File: config.mk
export PLATFORM = sky130hd
export DESIGN_NAME = serial_skip_subtractor_flat
export DESIGN_NICKNAME = d
export VERILOG_FILES = /design/src/rtl/skip_arith_pkg.sv /design/src/rtl/serial_skip_subtractor_if.sv /design/src/rtl/borrow_skip_block.sv /design/src/rtl/serial_skip_subtractor.sv /design/src/flat_wrapper.sv
export SDC_FILE = /design/constraint.sdc
export NUM_CORES = 1
export LEC_CHECK = 0
export CAP_MARGIN = 5
export CORE_MARGIN = 3
export CORE_UTILIZATION = 60
export CTS_CLUSTER_DIAMETER = 60
export DETAILED_ROUTE_END_ITERATION = 12
export DONT_BUFFER_PORTS = 1
export GPL_ROUTABILITY_DRIVEN = 1
export PLACE_DENSITY = 0.86
export SYNTH_ARGS = -nofsm -noshare
export SYNTH_HDL_FRONTEND = slang
export SYNTH_HIERARCHICAL = 1
export SYNTH_SLANG_ARGS = --single-unit
File: constraint.sdc
create_clock -name clk_i -period 4.4 [get_ports clk_i]
set_input_delay 0.88 -clock clk_i [delete_from_list [all_inputs] [get_ports clk_i]]
set_output_delay 0.88 -clock clk_i [all_outputs]
set_load 0.03 [all_outputs]
File: src/rtl/skip_arith_pkg.sv
// Shared types and helpers for the block-serial carry-skip subtractor.
package skip_arith_pkg;

    typedef enum logic [1:0] {
        StIdle    = 2'd0,
        StCompute = 2'd1,
        StDone    = 2'd2
    } state_e;

    function automatic int unsigned num_blocks(input int unsigned data_width,
                                               input int unsigned block_width);
        return data_width / block_width;
    endfunction

endpackage

File: src/rtl/serial_skip_subtractor_if.sv
// Operand/result bundle for serial_skip_subtractor; slave is the subtractor's view.
interface serial_skip_subtractor_if #(
    parameter int unsigned DATA_WIDTH = 32
);
    logic [DATA_WIDTH-1:0] operand_A_i;
    logic [DATA_WIDTH-1:0] operand_B_i;
    logic                  borrow_i;
    logic                  valid_i;
    logic                  ready_o;
    logic [DATA_WIDTH-1:0] result_o;
    logic                  borrow_o;
    logic                  overflow_o;
    logic                  valid_o;

    modport slave (
        input  operand_A_i,
        input  operand_B_i,
        input  borrow_i,
        input  valid_i,
        output ready_o,
        output result_o,
        output borrow_o,
        output overflow_o,
        output valid_o
    );

    modport master (
        output operand_A_i,
        output operand_B_i,
        output borrow_i,
        output valid_i,
        input  ready_o,
        input  result_o,
        input  borrow_o,
        input  overflow_o,
        input  valid_o
    );
endinterface

File: src/rtl/borrow_skip_block.sv
// One BLOCK_WIDTH slice of A + ~B: ripple sum, with a skip mux bypassing the
// ripple carry when every bit propagates.
module borrow_skip_block #(
    parameter int unsigned BLOCK_WIDTH = 4
) (
    input  logic [BLOCK_WIDTH-1:0] a,
    input  logic [BLOCK_WIDTH-1:0] b_inv,
    input  logic                   carry_in,
    output logic [BLOCK_WIDTH-1:0] sum,
    output logic                   carry_out
);
    logic [BLOCK_WIDTH-1:0] prop;
    logic                   ripple_c;

    assign prop = a ^ b_inv;

    always_comb begin
        sum      = '0;
        ripple_c = carry_in;
        for (int i = 0; i < int'(BLOCK_WIDTH); i++) begin
            sum[i]   = prop[i] ^ ripple_c;
            ripple_c = (a[i] & b_inv[i]) | (prop[i] & ripple_c);
        end
    end

    assign carry_out = (&prop) ? carry_in : ripple_c;
endmodule

File: src/rtl/serial_skip_subtractor.sv
// Block-serial subtractor: computes A - B - borrow_i one BLOCK_WIDTH slice per
// cycle through a single time-multiplexed carry-skip slice.
module serial_skip_subtractor
    import skip_arith_pkg::*;
#(
    parameter int unsigned DATA_WIDTH  = 32,
    parameter int unsigned BLOCK_WIDTH = 4
) (
    input  logic                     clk_i,
    input  logic                     rst_i,
    serial_skip_subtractor_if.slave  bus
);
    localparam int unsigned NumBlocks = num_blocks(DATA_WIDTH, BLOCK_WIDTH);
    localparam int unsigned CntW      = (NumBlocks > 1) ? $clog2(NumBlocks) : 1;
    localparam logic [CntW-1:0] LastBlk = CntW'(NumBlocks - 1);
    localparam int unsigned Msb       = DATA_WIDTH - 1;

    state_e                  state_q, state_d;
    logic [CntW-1:0]         cnt_q, cnt_d;
    logic [DATA_WIDTH-1:0]   a_q, a_d;
    logic [DATA_WIDTH-1:0]   b_inv_q, b_inv_d;
    logic                    carry_q, carry_d;
    logic [DATA_WIDTH-1:0]   result_q, result_d;
    logic                    borrow_q, borrow_d;
    logic                    overflow_q, overflow_d;
    logic                    valid_q, valid_d;

    int unsigned             slice_lo;
    logic [BLOCK_WIDTH-1:0]  slice_a;
    logic [BLOCK_WIDTH-1:0]  slice_b_inv;
    logic [BLOCK_WIDTH-1:0]  slice_sum;
    logic                    slice_carry;

    assign slice_lo    = BLOCK_WIDTH * cnt_q;
    assign slice_a     = a_q[slice_lo +: BLOCK_WIDTH];
    assign slice_b_inv = b_inv_q[slice_lo +: BLOCK_WIDTH];

    borrow_skip_block #(
        .BLOCK_WIDTH(BLOCK_WIDTH)
    ) u_slice (
        .a         (slice_a),
        .b_inv     (slice_b_inv),
        .carry_in  (carry_q),
        .sum       (slice_sum),
        .carry_out (slice_carry)
    );

    always_comb begin
        state_d    = state_q;
        cnt_d      = cnt_q;
        a_d        = a_q;
        b_inv_d    = b_inv_q;
        carry_d    = carry_q;
        result_d   = result_q;
        borrow_d   = borrow_q;
        overflow_d = overflow_q;
        valid_d    = 1'b0;

        unique case (state_q)
            StIdle: begin
                if (bus.valid_i) begin
                    a_d     = bus.operand_A_i;
                    b_inv_d = ~bus.operand_B_i;
                    carry_d = ~bus.borrow_i;
                    cnt_d   = '0;
                    state_d = StCompute;
                end
            end
            StCompute: begin
                result_d[slice_lo +: BLOCK_WIDTH] = slice_sum;
                carry_d = slice_carry;
                if (cnt_q == LastBlk) begin
                    state_d    = StDone;
                    borrow_d   = ~slice_carry;
                    // b_inv_q holds ~B, so equal MSBs mean A and B differ in sign.
                    overflow_d = (a_q[Msb] == b_inv_q[Msb]) & (result_d[Msb] != a_q[Msb]);
                    valid_d    = 1'b1;
                end else begin
                    cnt_d = cnt_q + CntW'(1);
                end
            end
            StDone: begin
                state_d = StIdle;
            end
            default: begin
                state_d = StIdle;
            end
        endcase
    end

    always_ff @(posedge clk_i) begin
        if (rst_i) begin
            state_q    <= StIdle;
            cnt_q      <= '0;
            a_q        <= '0;
            b_inv_q    <= '0;
            carry_q    <= 1'b0;
            result_q   <= '0;
            borrow_q   <= 1'b0;
            overflow_q <= 1'b0;
            valid_q    <= 1'b0;
        end else begin
            state_q    <= state_d;
            cnt_q      <= cnt_d;
            a_q        <= a_d;
            b_inv_q    <= b_inv_d;
            carry_q    <= carry_d;
            result_q   <= result_d;
            borrow_q   <= borrow_d;
            overflow_q <= overflow_d;
            valid_q    <= valid_d;
        end
    end

    assign bus.ready_o    = (state_q == StIdle);
    assign bus.result_o   = result_q;
    assign bus.borrow_o   = borrow_q;
    assign bus.overflow_o = overflow_q;
    assign bus.valid_o    = valid_q;
endmodule

File: src/flat_wrapper.sv
// flat-port wrapper written by rule: the top's interface ports become plain ports
module serial_skip_subtractor_flat import skip_arith_pkg::*;
#(
    parameter int unsigned DATA_WIDTH  = 32,
    parameter int unsigned BLOCK_WIDTH = 4
)
  (clk_i, rst_i, bus_operand_A_i, bus_operand_B_i, bus_borrow_i, bus_valid_i, bus_ready_o, bus_result_o, bus_borrow_o, bus_overflow_o, bus_valid_o);
  serial_skip_subtractor_if #(.DATA_WIDTH(DATA_WIDTH)) bus_i ();
  input  logic clk_i;
  input  logic rst_i;
  input wire logic [$bits(bus_i.operand_A_i)-1:0] bus_operand_A_i;
  input wire logic [$bits(bus_i.operand_B_i)-1:0] bus_operand_B_i;
  input wire logic [$bits(bus_i.borrow_i)-1:0] bus_borrow_i;
  input wire logic [$bits(bus_i.valid_i)-1:0] bus_valid_i;
  output wire logic [$bits(bus_i.ready_o)-1:0] bus_ready_o;
  output wire logic [$bits(bus_i.result_o)-1:0] bus_result_o;
  output wire logic [$bits(bus_i.borrow_o)-1:0] bus_borrow_o;
  output wire logic [$bits(bus_i.overflow_o)-1:0] bus_overflow_o;
  output wire logic [$bits(bus_i.valid_o)-1:0] bus_valid_o;
  assign bus_i.operand_A_i = bus_operand_A_i;
  assign bus_i.operand_B_i = bus_operand_B_i;
  assign bus_i.borrow_i = bus_borrow_i;
  assign bus_i.valid_i = bus_valid_i;
  assign bus_ready_o = bus_i.ready_o;
  assign bus_result_o = bus_i.result_o;
  assign bus_borrow_o = bus_i.borrow_o;
  assign bus_overflow_o = bus_i.overflow_o;
  assign bus_valid_o = bus_i.valid_o;
  serial_skip_subtractor #(.DATA_WIDTH(DATA_WIDTH), .BLOCK_WIDTH(BLOCK_WIDTH)) u_core (.clk_i(clk_i), .rst_i(rst_i), .bus(bus_i));
endmodule
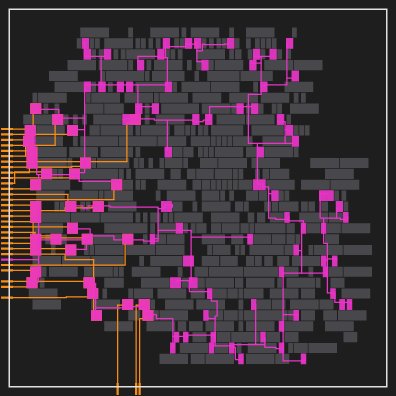
*I/O nets highlighted, run 1*
Drawn at 4 px/um.
orange -> `bus_operand_B_i`  # bits 32, direction input, end cells 32, buffers 0, wire 493 um
magenta -> `rst_i`  # bits 1, direction input, end cells 105, buffers 0, wire 698 um

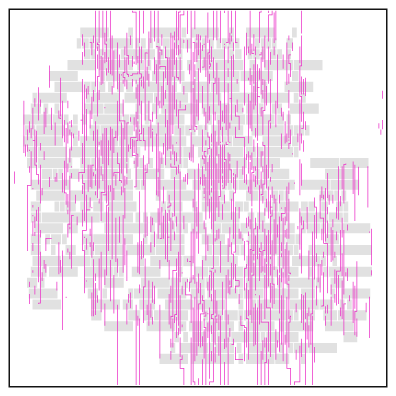
*M2 wires, run 1*
Drawn at 4 px/um.
share of all routed wire = 49%
nets with wire on the layer = 486
longest straight run = 46.2 um
main direction = vertical

==> results.yml, run 1 <==
# generated from flow reports
outcome:
  status: "finished clean"
worst_setup_path:
  cp_max_fo: 12
  critPathRequiredTime_ns: 4.65
  path_class: "reg -> reg"
  path_cells: "mux4_1 -> nand2_1 -> nand2_1 -> inv_1 -> fa_1 -> inv_1 -> fa_1 -> fa_1 -> inv_1 -> fa_1 -> inv_1 -> nand2b_1 -> nor2_1 -> mux2i_1 -> mux2i_1"
  reg2reg_slack_ns: 0.35
  r2r_start: "u_core/cnt_q[0]"
  critPathBufInv: 4
detailed_routing:
  dr.max_layer_used: "met4"
  wirelength_um: 10200
  viasPerCell: 5.96
sta:
  finalWorstPathRequiredPeriod_ns: 4.05
  clock_skew_ns: 0.0160
  max_freq_mhz: 247
  hold_viol: 0
  rsz0062_at_grt: "no"
  setup_tns_ns: 0
global_routing:
  gr-usage-met3_pct: 8.73
  grt-ovfl-total: 0
  grtUsageMet1_pct: 29.7
clock_tree:
  cts_resized: 0
  cts.sinks: 105
cells_and_area:
  num_antenna_cells: 0
  final_common_cell: "dfxtp_1"
  comb.multi_input.count: 348
  final_layout_size_suffix_gt1_share_pct: 8.18
  num-nets-final: 567
logic_synthesis:
  synth_async_sr_flop_share_pct: 0
  mux_area_share_pct: 14.8
  synth-edff-count: 0
  synthDistinctLibCells: 34
  synth_adder_area_share_pct: 4.68
  ys.flops: 105
run:
  tool_warnings: 36
floorplanning:
  core-area_mm2: 0.00737
power_and_ir_drop:
  switching_share_pct: 26.0
  p_per_area_mw_per_mm2: 391
  ir_drop_mv: 0.317
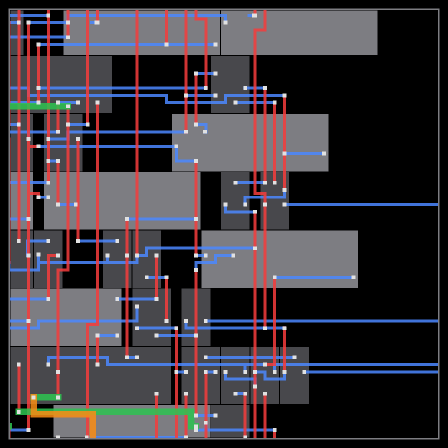
*Zoomed window, run 1*
Region (61, 61) to (81, 81) um. Cells in grey, sequential cells in the stronger grey; small squares are vias.
blue -> M1
orange -> M4
green -> M3
red -> M2
netlist names of flops here include = `u_core/a_q` (7)
cells with their middle in the window = 25
sequential cells in the window = 7
most frequent = nand2_1 (10), dfxtp_1 (7), a21oi_1 (6)

run 1: per-stage QoR:
stage / hold slack (ns) / util [%] / instances / area, um^2
3_3_place_gp: 0.433 / 63.2 / 572 / 4660
3_5_place_dp: 0.440 / 63.2 / 572 / 4660
5_1_grt: 0.473 / 66.3 / 588 / 4880
4_1_cts: 0.454 / 66.3 / 588 / 4880
2_1_floorplan: 0.432 / - / 503 / 4650
6_report: 0.457 / 66.3 / 588 / 4880
run 1: synth_stat cells, drive strengths merged, types with 2 or more instances:
library cell and instances:
nor4b 3, buf 17, a22oi 2, a21oi 41
a211oi 32, nor3 3, nand2 98, ha 11
fa 4, nand3 5, inv 12, nor3b 5
nor2 78, dfxtp 105, nand4 2, and3 4
nand2b 7, mux2i 31, clkbuf 20, mux4 16
### Clock wiring as the flow saved it, run 1

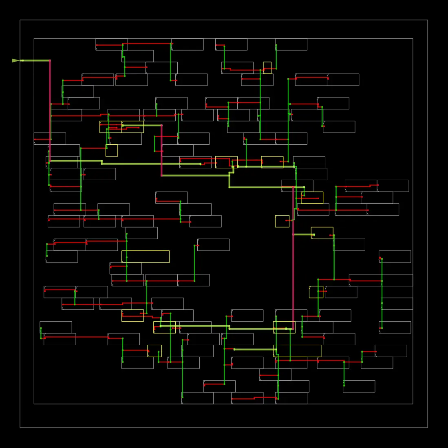

==> run 2: changes to the inputs <==
HOLD_SLACK_MARGIN = 0.05   (was default)
MAX_ROUTING_LAYER = met4   (was default)
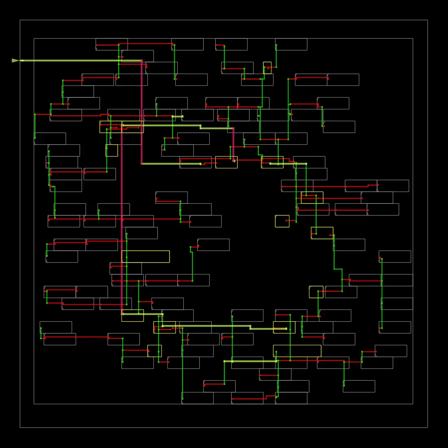
*Clock wiring as the flow saved it, run 2*
# clk buffers: 9
Layout Skew: 0.0155 ns
Clock Sinks: 105
worst-skew pair later-pin latency: 0.36 ns
registers: 105

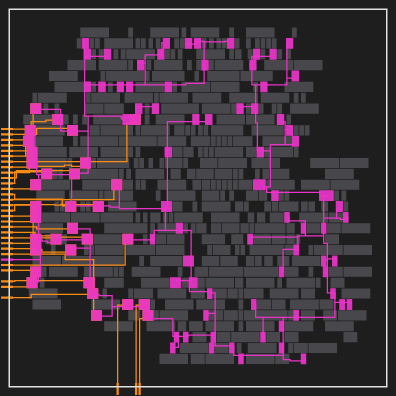
*I/O nets highlighted, run 2*
Drawn at 4 px/um.
magenta -> `rst_i`  # bits 1, direction input, end cells 105, buffers 0, wire 699 um
orange -> `bus_operand_B_i`  # bits 32, direction input, end cells 32, buffers 0, wire 497 um

==> results.yml, run 2 <==
# generated from flow reports
global_routing:
  gr-usage-met3_pct: 6.89
  grtUsageMet1_pct: 30.9
  grt-ovfl-total: 0
logic_synthesis:
  synth_async_sr_flop_share_pct: 0
  ys.flops: 105
  synthFlopType: "dfxtp_1"
  common_cells: "dfxtp_1, nand2_1, nor2_1"
  synthDistinctLibCells: 34
  most_common_cell: "dfxtp_1"
  synth-edff-count: 0
power_and_ir_drop:
  ir_drop_mv: 0.315
  seq_cell_power_w: 0.00104
  switching_share_pct: 25.9
  pg_clk_w: 0.000655
worst_setup_path:
  start_kind: "flop"
  reg2reg_slack_ns: 0.38
  slowest_delay_ns: 0.80
  cp_max_fo: 12
  r2r_start: "u_core/cnt_q[0]"
  critPathBufInv: 4
  critPathRequiredTime_ns: 4.65
  critical_path.top_delay_family: "adder cells"
cells_and_area:
  final_layout_size_suffix_gt1_share_pct: 8.18
  final_common_cell: "dfxtp_1"
  final_area_mm2: 0.00488
  instances_no_fill: 588
  num_antenna_cells: 0
  comb.multi_input.count: 348
  num-nets-final: 567
detailed_routing:
  wirelength_um: 10100
  viasPerCell: 5.94
  firstDrtPassIters: 4
clock_tree:
  root_buffer: "clkbuf_8"
  cts_resized: 0
min_path:
  hold_class: "reg -> reg"
  hold_end: "u_core/a_q[13]"
place:
  place_inst: 572
  dpl_cell_area_mm2: 0.00466
floorplanning:
  chipArea_mm2: 0.00884
  core-area_mm2: 0.00737
sta:
  setup_viol: 0
  setup_tns_ns: 0
  rsz0062_at_grt: "no"
  hold_viol: 0
  max_freq_mhz: 249
  worstMarginPinSlew_ns: 0.999
outcome:
  status: "finished clean"
run:
  tool_warnings: 36
## run 2: cell counts after synthesis
Identical to the previous run, type by type.
## run 2: stage by stage
stage	util, %	hold slack, ns
2_1_floorplan	-	0.432
3_3_place_gp	63.2	0.433
3_5_place_dp	63.2	0.440
4_1_cts	66.3	0.454
5_1_grt	66.3	0.473
6_report	66.3	0.458
## run 2: cells by family (layout without fill, tap and decap cells)
group | count (synthesis) | count (layout) | synth area share [%]
compound gates | 79 | 79 | 10.6
fa+ha+maj | 15 | 15 | 4.68
buf+inv | 50 | 36 | 4.68
flops | 105 | 105 | 45.2
mux | 47 | 47 | 14.8
simple gates | 207 | 207 | 20.0
## run 2: routing by layer
metal | part of all wire, % | routed length [um]
met5 | 0 | 0
met4 | 1.4 | 137
met3 | 6.9 | 699
met2 | 50 | 5030
met1 | 42 | 4270
